met1.png
Drawn at 6 px/um. Supply wires on this layer in grey. Cells faint in the background.
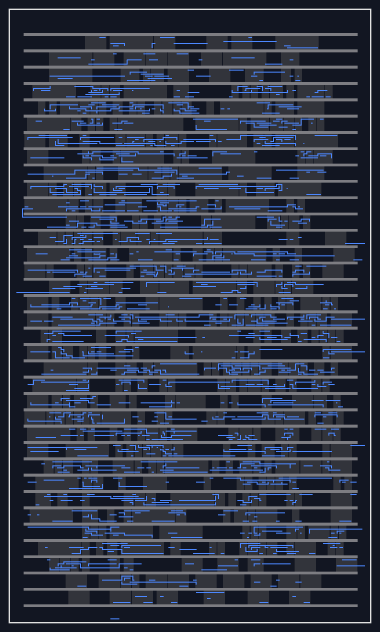
met2.png
Drawn at 6 px/um.
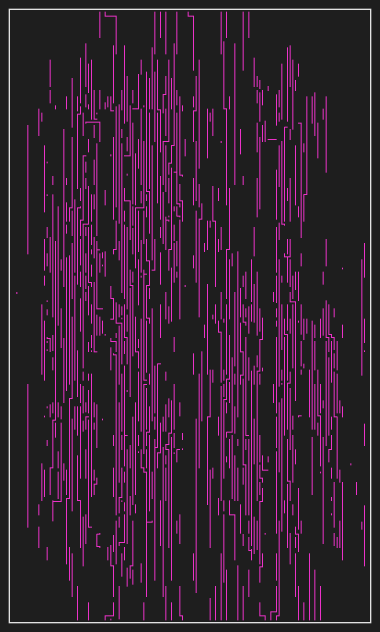
met3.png
Drawn at 8 px/um. Cells faint in the background.
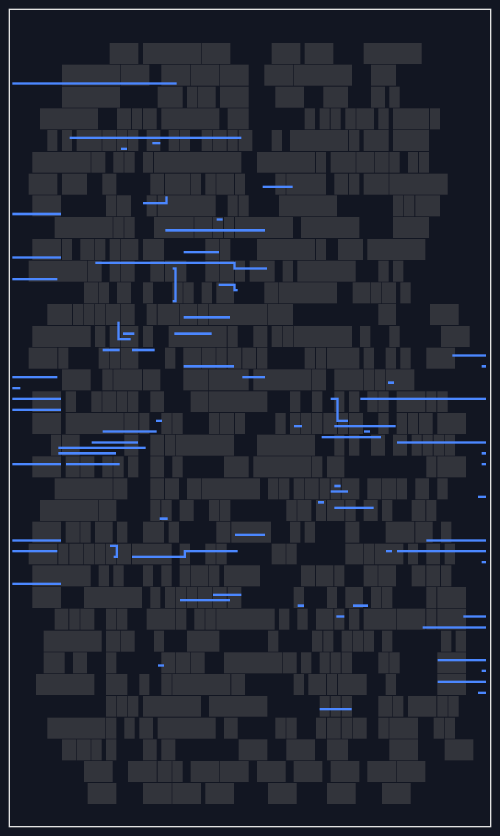
**src/rtl/multicycle_control.sv**
```systemverilog
// Main control FSM for the multi-cycle RV32I core.
// Optional illegal-opcode trap: define ILLEGAL_TRAP_EN.
module multicycle_control #(
  parameter int TIMEOUT_CYCLES = 255,
  parameter int CNT_W          = 32
) (
  input  logic             clk,
  input  logic             rst_n,
  input  logic             run_i,
  input  logic [6:0]       opcode_i,
  input  logic             mem_ready_i,
  output logic             mem_req_o,
  output logic             mem_we_o,
  output logic             IorD_o,
  output logic             IRWrite_o,
  output logic             PCWrite_o,
  output logic             PCWriteCond_o,
  output logic             PCSource_o,
  output logic [1:0]       ALUSrcA_o,
  output logic [1:0]       ALUSrcB_o,
  output logic [1:0]       ALUOp_o,
  output logic             RegWrite_o,
  output logic             MemtoReg_o,
  output logic             busy_o,
  output logic             err_o,
  output logic             illegal_o,
  output logic [CNT_W-1:0] instret_o
);

  localparam int WW = (TIMEOUT_CYCLES > 2) ? $clog2(TIMEOUT_CYCLES) : 1;
  localparam logic [WW-1:0] WLAST = WW'(TIMEOUT_CYCLES - 1);

  localparam logic [6:0] OP_R    = 7'b0110011;
  localparam logic [6:0] OP_I    = 7'b0010011;
  localparam logic [6:0] OP_LW   = 7'b0000011;
  localparam logic [6:0] OP_SW   = 7'b0100011;
  localparam logic [6:0] OP_BEQ  = 7'b1100011;

  typedef enum logic [3:0] {
    S_IDLE,
    S_FETCH,
    S_DECODE,
    S_EXEC_R,
    S_EXEC_I,
    S_ALU_WB,
    S_MEM_ADDR,
    S_MEM_READ,
    S_MEM_WB,
    S_MEM_WRITE,
    S_BRANCH,
    S_TRAP
  } state_t;

  state_t        state, state_nx;
  logic [WW-1:0] wcnt;
  logic          wait_st;
  logic          timeout;
  logic          retire;
  logic [CNT_W-1:0] instret;
  logic          err;

  // Memory-wait states share one watchdog counter.
  assign wait_st = (state == S_FETCH) || (state == S_MEM_READ)
                || (state == S_MEM_WRITE);
  assign timeout = wait_st && !mem_ready_i && (wcnt == WLAST);

  assign instret_o = instret;
  assign err_o     = err;

`ifdef ILLEGAL_TRAP_EN
  logic trap_set;
  logic ill;
  assign illegal_o = ill;
`else
  assign illegal_o = 1'b0;
`endif

  // Next-state and Moore/on-ready control decode.
  always_comb begin
    state_nx      = state;
    mem_req_o     = 1'b0;
    mem_we_o      = 1'b0;
    IorD_o        = 1'b0;
    IRWrite_o     = 1'b0;
    PCWrite_o     = 1'b0;
    PCWriteCond_o = 1'b0;
    PCSource_o    = 1'b0;
    ALUSrcA_o     = 2'b00;
    ALUSrcB_o     = 2'b00;
    ALUOp_o       = 2'b00;
    RegWrite_o    = 1'b0;
    MemtoReg_o    = 1'b0;
    retire        = 1'b0;
    busy_o        = (state != S_IDLE) && (state != S_TRAP);
`ifdef ILLEGAL_TRAP_EN
    trap_set      = 1'b0;
`endif
    case (state)
      S_IDLE: begin
        if (run_i && !err) state_nx = S_FETCH;
      end
      S_FETCH: begin
        mem_req_o = 1'b1;
        ALUSrcB_o = 2'b01;
        if (mem_ready_i) begin
          IRWrite_o = 1'b1;
          PCWrite_o = 1'b1;
          state_nx  = S_DECODE;
        end else if (timeout) begin
          state_nx  = S_IDLE;
        end
      end
      S_DECODE: begin
        ALUSrcA_o = 2'b10;
        ALUSrcB_o = 2'b10;
        case (opcode_i)
          OP_R:    state_nx = S_EXEC_R;
          OP_I:    state_nx = S_EXEC_I;
          OP_LW,
          OP_SW:   state_nx = S_MEM_ADDR;
          OP_BEQ:  state_nx = S_BRANCH;
          default: begin
`ifdef ILLEGAL_TRAP_EN
            state_nx = S_TRAP;
            trap_set = 1'b1;
`else
            state_nx = S_FETCH;
`endif
          end
        endcase
      end
      S_EXEC_R: begin
        ALUSrcA_o = 2'b01;
        ALUOp_o   = 2'b10;
        state_nx  = S_ALU_WB;
      end
      S_EXEC_I: begin
        ALUSrcA_o = 2'b01;
        ALUSrcB_o = 2'b10;
        state_nx  = S_ALU_WB;
      end
      S_ALU_WB: begin
        RegWrite_o = 1'b1;
        retire     = 1'b1;
      end
      S_MEM_ADDR: begin
        ALUSrcA_o = 2'b01;
        ALUSrcB_o = 2'b10;
        state_nx  = (opcode_i == OP_SW) ? S_MEM_WRITE : S_MEM_READ;
      end
      S_MEM_READ: begin
        mem_req_o = 1'b1;
        IorD_o    = 1'b1;
        if (mem_ready_i)  state_nx = S_MEM_WB;
        else if (timeout) state_nx = S_IDLE;
      end
      S_MEM_WB: begin
        RegWrite_o = 1'b1;
        MemtoReg_o = 1'b1;
        retire     = 1'b1;
      end
      S_MEM_WRITE: begin
        mem_req_o = 1'b1;
        mem_we_o  = 1'b1;
        IorD_o    = 1'b1;
        if (mem_ready_i)  retire   = 1'b1;
        else if (timeout) state_nx = S_IDLE;
      end
      S_BRANCH: begin
        ALUSrcA_o     = 2'b01;
        ALUOp_o       = 2'b01;
        PCWriteCond_o = 1'b1;
        PCSource_o    = 1'b1;
        retire        = 1'b1;
      end
      S_TRAP: begin
        state_nx = S_TRAP;
      end
      default: begin
        state_nx = S_IDLE;
      end
    endcase
    if (retire) state_nx = run_i ? S_FETCH : S_IDLE;
  end

  // State register.
  always_ff @(posedge clk) begin
    if (!rst_n) state <= S_IDLE;
    else        state <= state_nx;
  end

  // Watchdog: restarts on every state change, counts stalled cycles.
  always_ff @(posedge clk) begin
    if (!rst_n)                     wcnt <= '0;
    else if (state_nx != state)     wcnt <= '0;
    else if (wait_st && !mem_ready_i) wcnt <= wcnt + WW'(1);
  end

  // Sticky memory-timeout flag.
  always_ff @(posedge clk) begin
    if (!rst_n)       err <= 1'b0;
    else if (timeout) err <= 1'b1;
  end

  // Retired-instruction counter, wraps naturally.
  always_ff @(posedge clk) begin
    if (!rst_n)      instret <= '0;
    else if (retire) instret <= instret + CNT_W'(1);
  end

`ifdef ILLEGAL_TRAP_EN
  // Sticky illegal-opcode flag.
  always_ff @(posedge clk) begin
    if (!rst_n)        ill <= 1'b0;
    else if (trap_set) ill <= 1'b1;
  end
`endif

endmodule

```
**config.mk**
```make
export PLATFORM = sky130hd
export DESIGN_NAME = multicycle_control
export DESIGN_NICKNAME = d
export VERILOG_FILES = /design/src/rtl/multicycle_control.sv
export SDC_FILE = /design/constraint.sdc
export NUM_CORES = 1
export LEC_CHECK = 0
export ABC_AREA = 1
export CORE_AREA = 2 2 58 100
export DETAILED_ROUTE_END_ITERATION = 16
export DIE_AREA = 0 0 60 102
export HOLD_SLACK_MARGIN = 0.15
export PLACE_DENSITY_LB_ADDON = 0.15
export RECOVER_POWER = 100
export SLEW_MARGIN = 10
export SYNTH_ARGS = -nofsm -noshare
export SYNTH_HDL_FRONTEND = slang
export SYNTH_SLANG_ARGS = --single-unit
```
**constraint.sdc**
```tcl
create_clock -name clk -period 5.1 [get_ports clk]
set_clock_uncertainty 0.05 [all_clocks]
set_input_delay 1.02 -clock clk [delete_from_list [all_inputs] [get_ports clk]]
set_output_delay 1.02 -clock clk [all_outputs]
set_load 0.01 [all_outputs]
```
==> notes.md <==
run results: top post-synthesis cells by area=dfxtp_1 (32%), nand2_1 (11%), nor2_1 (8.9%), Seq. cell area=between 900 and 1000 um^2, TritonCTS Sinks=approximately 45, Final min period=between 3 and 4 ns, EDFF count, synth=0, crit share post-route=approximately 69%, Routed Wire Length=approximately 7 mm, CP required=approximately 4.0 ns, outcome=finished, final reports clean, Max VDD drop=approximately 160 uV, number of global-route vias before repair=between 2,000 and 3,000, Yosys Instances=between 400 and 500, YS chip area=2820 um^2, CP startpoint kind=input pin, syn_nets=449, via count=roughly 3,000, asr flop ratio synth=0%, reg2reg start=state[1], Die Ht=a little over 100 um, total grt overflow=0, Final HPWL DP=~5.6 mm, initial antenna violation count=0, register-to-register setup slack=2.27 ns, NumNets Final=roughly 510, Worst-path clk slew=around 0.080 ns, Gate Area=1530 um^2, DR iter-0 viols=roughly 120, crit-path max cell delay=between 0.6 and 0.7 ns, Num CTS Buffers=5, Buffers on Ports=between 50 and 60, pin count of the biggest net entering global routing=22, worst skew pair latency=approximately 0.30 ns, Arr. time, crit path=about 2.4 ns, Post-synth regs=45, yosys warning tally=0, Top-area cell share=about a third, Seq share, synth=between 30% and 40%, TritonRoute pass-1 iters=4, Hold Violations, Final=0, adder-cell share of the synthesized area=1.33%, placed cell areas=between 3000 and 4000 um^2, most used cell, CP=dlygate4sd3_1, most frequent cell after synthesis=nand2_1, tool warning count=27, placed cell count=approximately 560, crit-path max FO=4, xor/xnor share of the synthesized area=approximately 4.7%, P&R area growth vs syn=23.6%, Worst Tran Pin Value=roughly 0.73 ns, num ports=61, Setup Viol. Count Final=0, Placer Congestion=about 1, ANT cells=0, Worst setup startpoint=mem_ready_i, Synth Instances=435, Basic Gates by Area=between 40% and 50%, most common library cells after synthesis=nand2_1 (86), nor2_1 (67), inv_1 (62), Distinct lib cells used=33, DRC=0, via/cell ratio=roughly 5.2, critical path class=input pin to primary output, core occupancy in the finished layout=about two thirds, CTS-repair resized insts=0, worst path cell trace=dlygate4sd3_1 -> nand2_1 -> inv_1 -> dlygate4sd3_1, Finished Layout Cells=566, final setup TNS=0 ns, Achievable Freq=285 MHz, Filler Cells Inserted=512, PD cells=around 200 nW/um^2, Root Driver=clkbuf_8, post-synthesis compound-gate area fraction=9.18%, hold path start=err_o, Final Hold Slack=around 0.43 ns, Mapped Avg Cell Area=roughly 6.5 um^2, TritonCTS clock tree=yes, RSZ-0062 raised after global routing=false, slowest CP cell=dlygate4sd3_1, Multiplexer share=0%, first-pass GRT wire length=11.9 mm
Notes on met1.png above:
nets with wire on the layer: 459
longest straight run: 13.3 um
wire length on this layer: 2,550 um

Notes on met2.png above:
share of all routed wire: 56%
nets with wire on the layer: 430
wire length on this layer: 4,010 um
longest straight run: 29.8 um

Notes on met3.png above:
share of all routed wire: 4.9%
main direction: horizontal
wire length on this layer: 350 um
nets with wire on the layer: 59
longest straight run: 21.2 um

==> state kept, by name, indices dropped and copies added (netlist names) <==
register   cells
state          4
instret_o     32
wcnt           8
err_o          1
==> critical path: cells and delay by family <==
family        cells  cell delay, ns
buf+inv           3            1.29
simple gates      1            0.12
==> power by group <==
part	total (mW)	switching, mW	internal [mW]
clock network	0.273	0.126	0.147
logic	0.0619	0.0373	0.0247
registers	0.356	0.00327	0.353
total	0.691	0.167	0.524
==> per-stage QoR <==
step | worst slack, ns | power, mW
global route | 1.49 | 0.716
global placement | 1.74 | 0.428
detailed placement | 1.73 | 0.429
finish | 1.59 | 0.691
CTS | 1.72 | 0.699
floorplan | 2.70 | 0.404
==> layer usage <==
layer	vias to the layer above	global-route usage, %	wire length (um)
met4	0	12.1	252
met5	-	0	0
met1	1329	26.0	2550
li1	1493	-	-
met3	25	3.54	350
met2	103	46.9	4010
==> layout make-up <==
| class | instances | area share (%) |
|---|---|---|
| clock inverter | 3 | 1.33 |
| sequential | 45 | 25.8 |
| multi-input combinational | 312 | 44.0 |
| inverter | 68 | 7.35 |
| timing repair buffer | 59 | 16.9 |
| tap | 74 | 2.65 |
| clock buffer | 5 | 1.97 |
==> path summary, 6_finish.rpt <==
check                                 end  cells past startpoint
worst max-delay path            PCWrite_o                      4
worst min-delay path                err_o                      2
worst max register to register    wcnt[6]                     13
worst min register to register      err_o                      2
==> logic make-up (layout without fill, tap and decap cells) <==
| logic type | Yosys count | count (layout) |
|---|---|---|
| xor+xnor | 15 | 15 |
| simple gates | 243 | 243 |
| other cells | 1 | 1 |
| buf+inv | 78 | 135 |
| fa+ha+maj | 3 | 3 |
| flops | 45 | 45 |
| compound gates | 50 | 50 |
==> placed cells by master (no fill, tap or decap) <==
master	synthesis	final
a21oi_1	27	27
a31oi_1	1	1
bufinv_16	0	1
clkbuf_8	0	5
clkdlybuf4s50_1	0	9
clkinv_4	0	1
clkinvlp_2	0	1
clkinvlp_4	0	1
conb_1	1	1
dfxtp_1	45	45
dlygate4sd3_1	0	50
ha_1	3	3
inv_1	62	63
inv_2	5	4
nand2_1	86	89
nand2_2	7	5
nand2_4	2	1
nand3_1	26	26
nand3_2	2	2
nand3b_1	2	3
nand4_1	14	15
nand4_2	2	1
nor2_1	67	71
nor2_2	6	4
nor2_4	4	2
nor3_1	18	18
nor3_2	1	1
nor3b_1	0	1
nor4_1	3	4
o21a_1	3	3
o21ai_0	18	19
xnor2_1	5	5
xor2_1	10	10
No activity file was given, so power comes from the tool's default toggle rates.
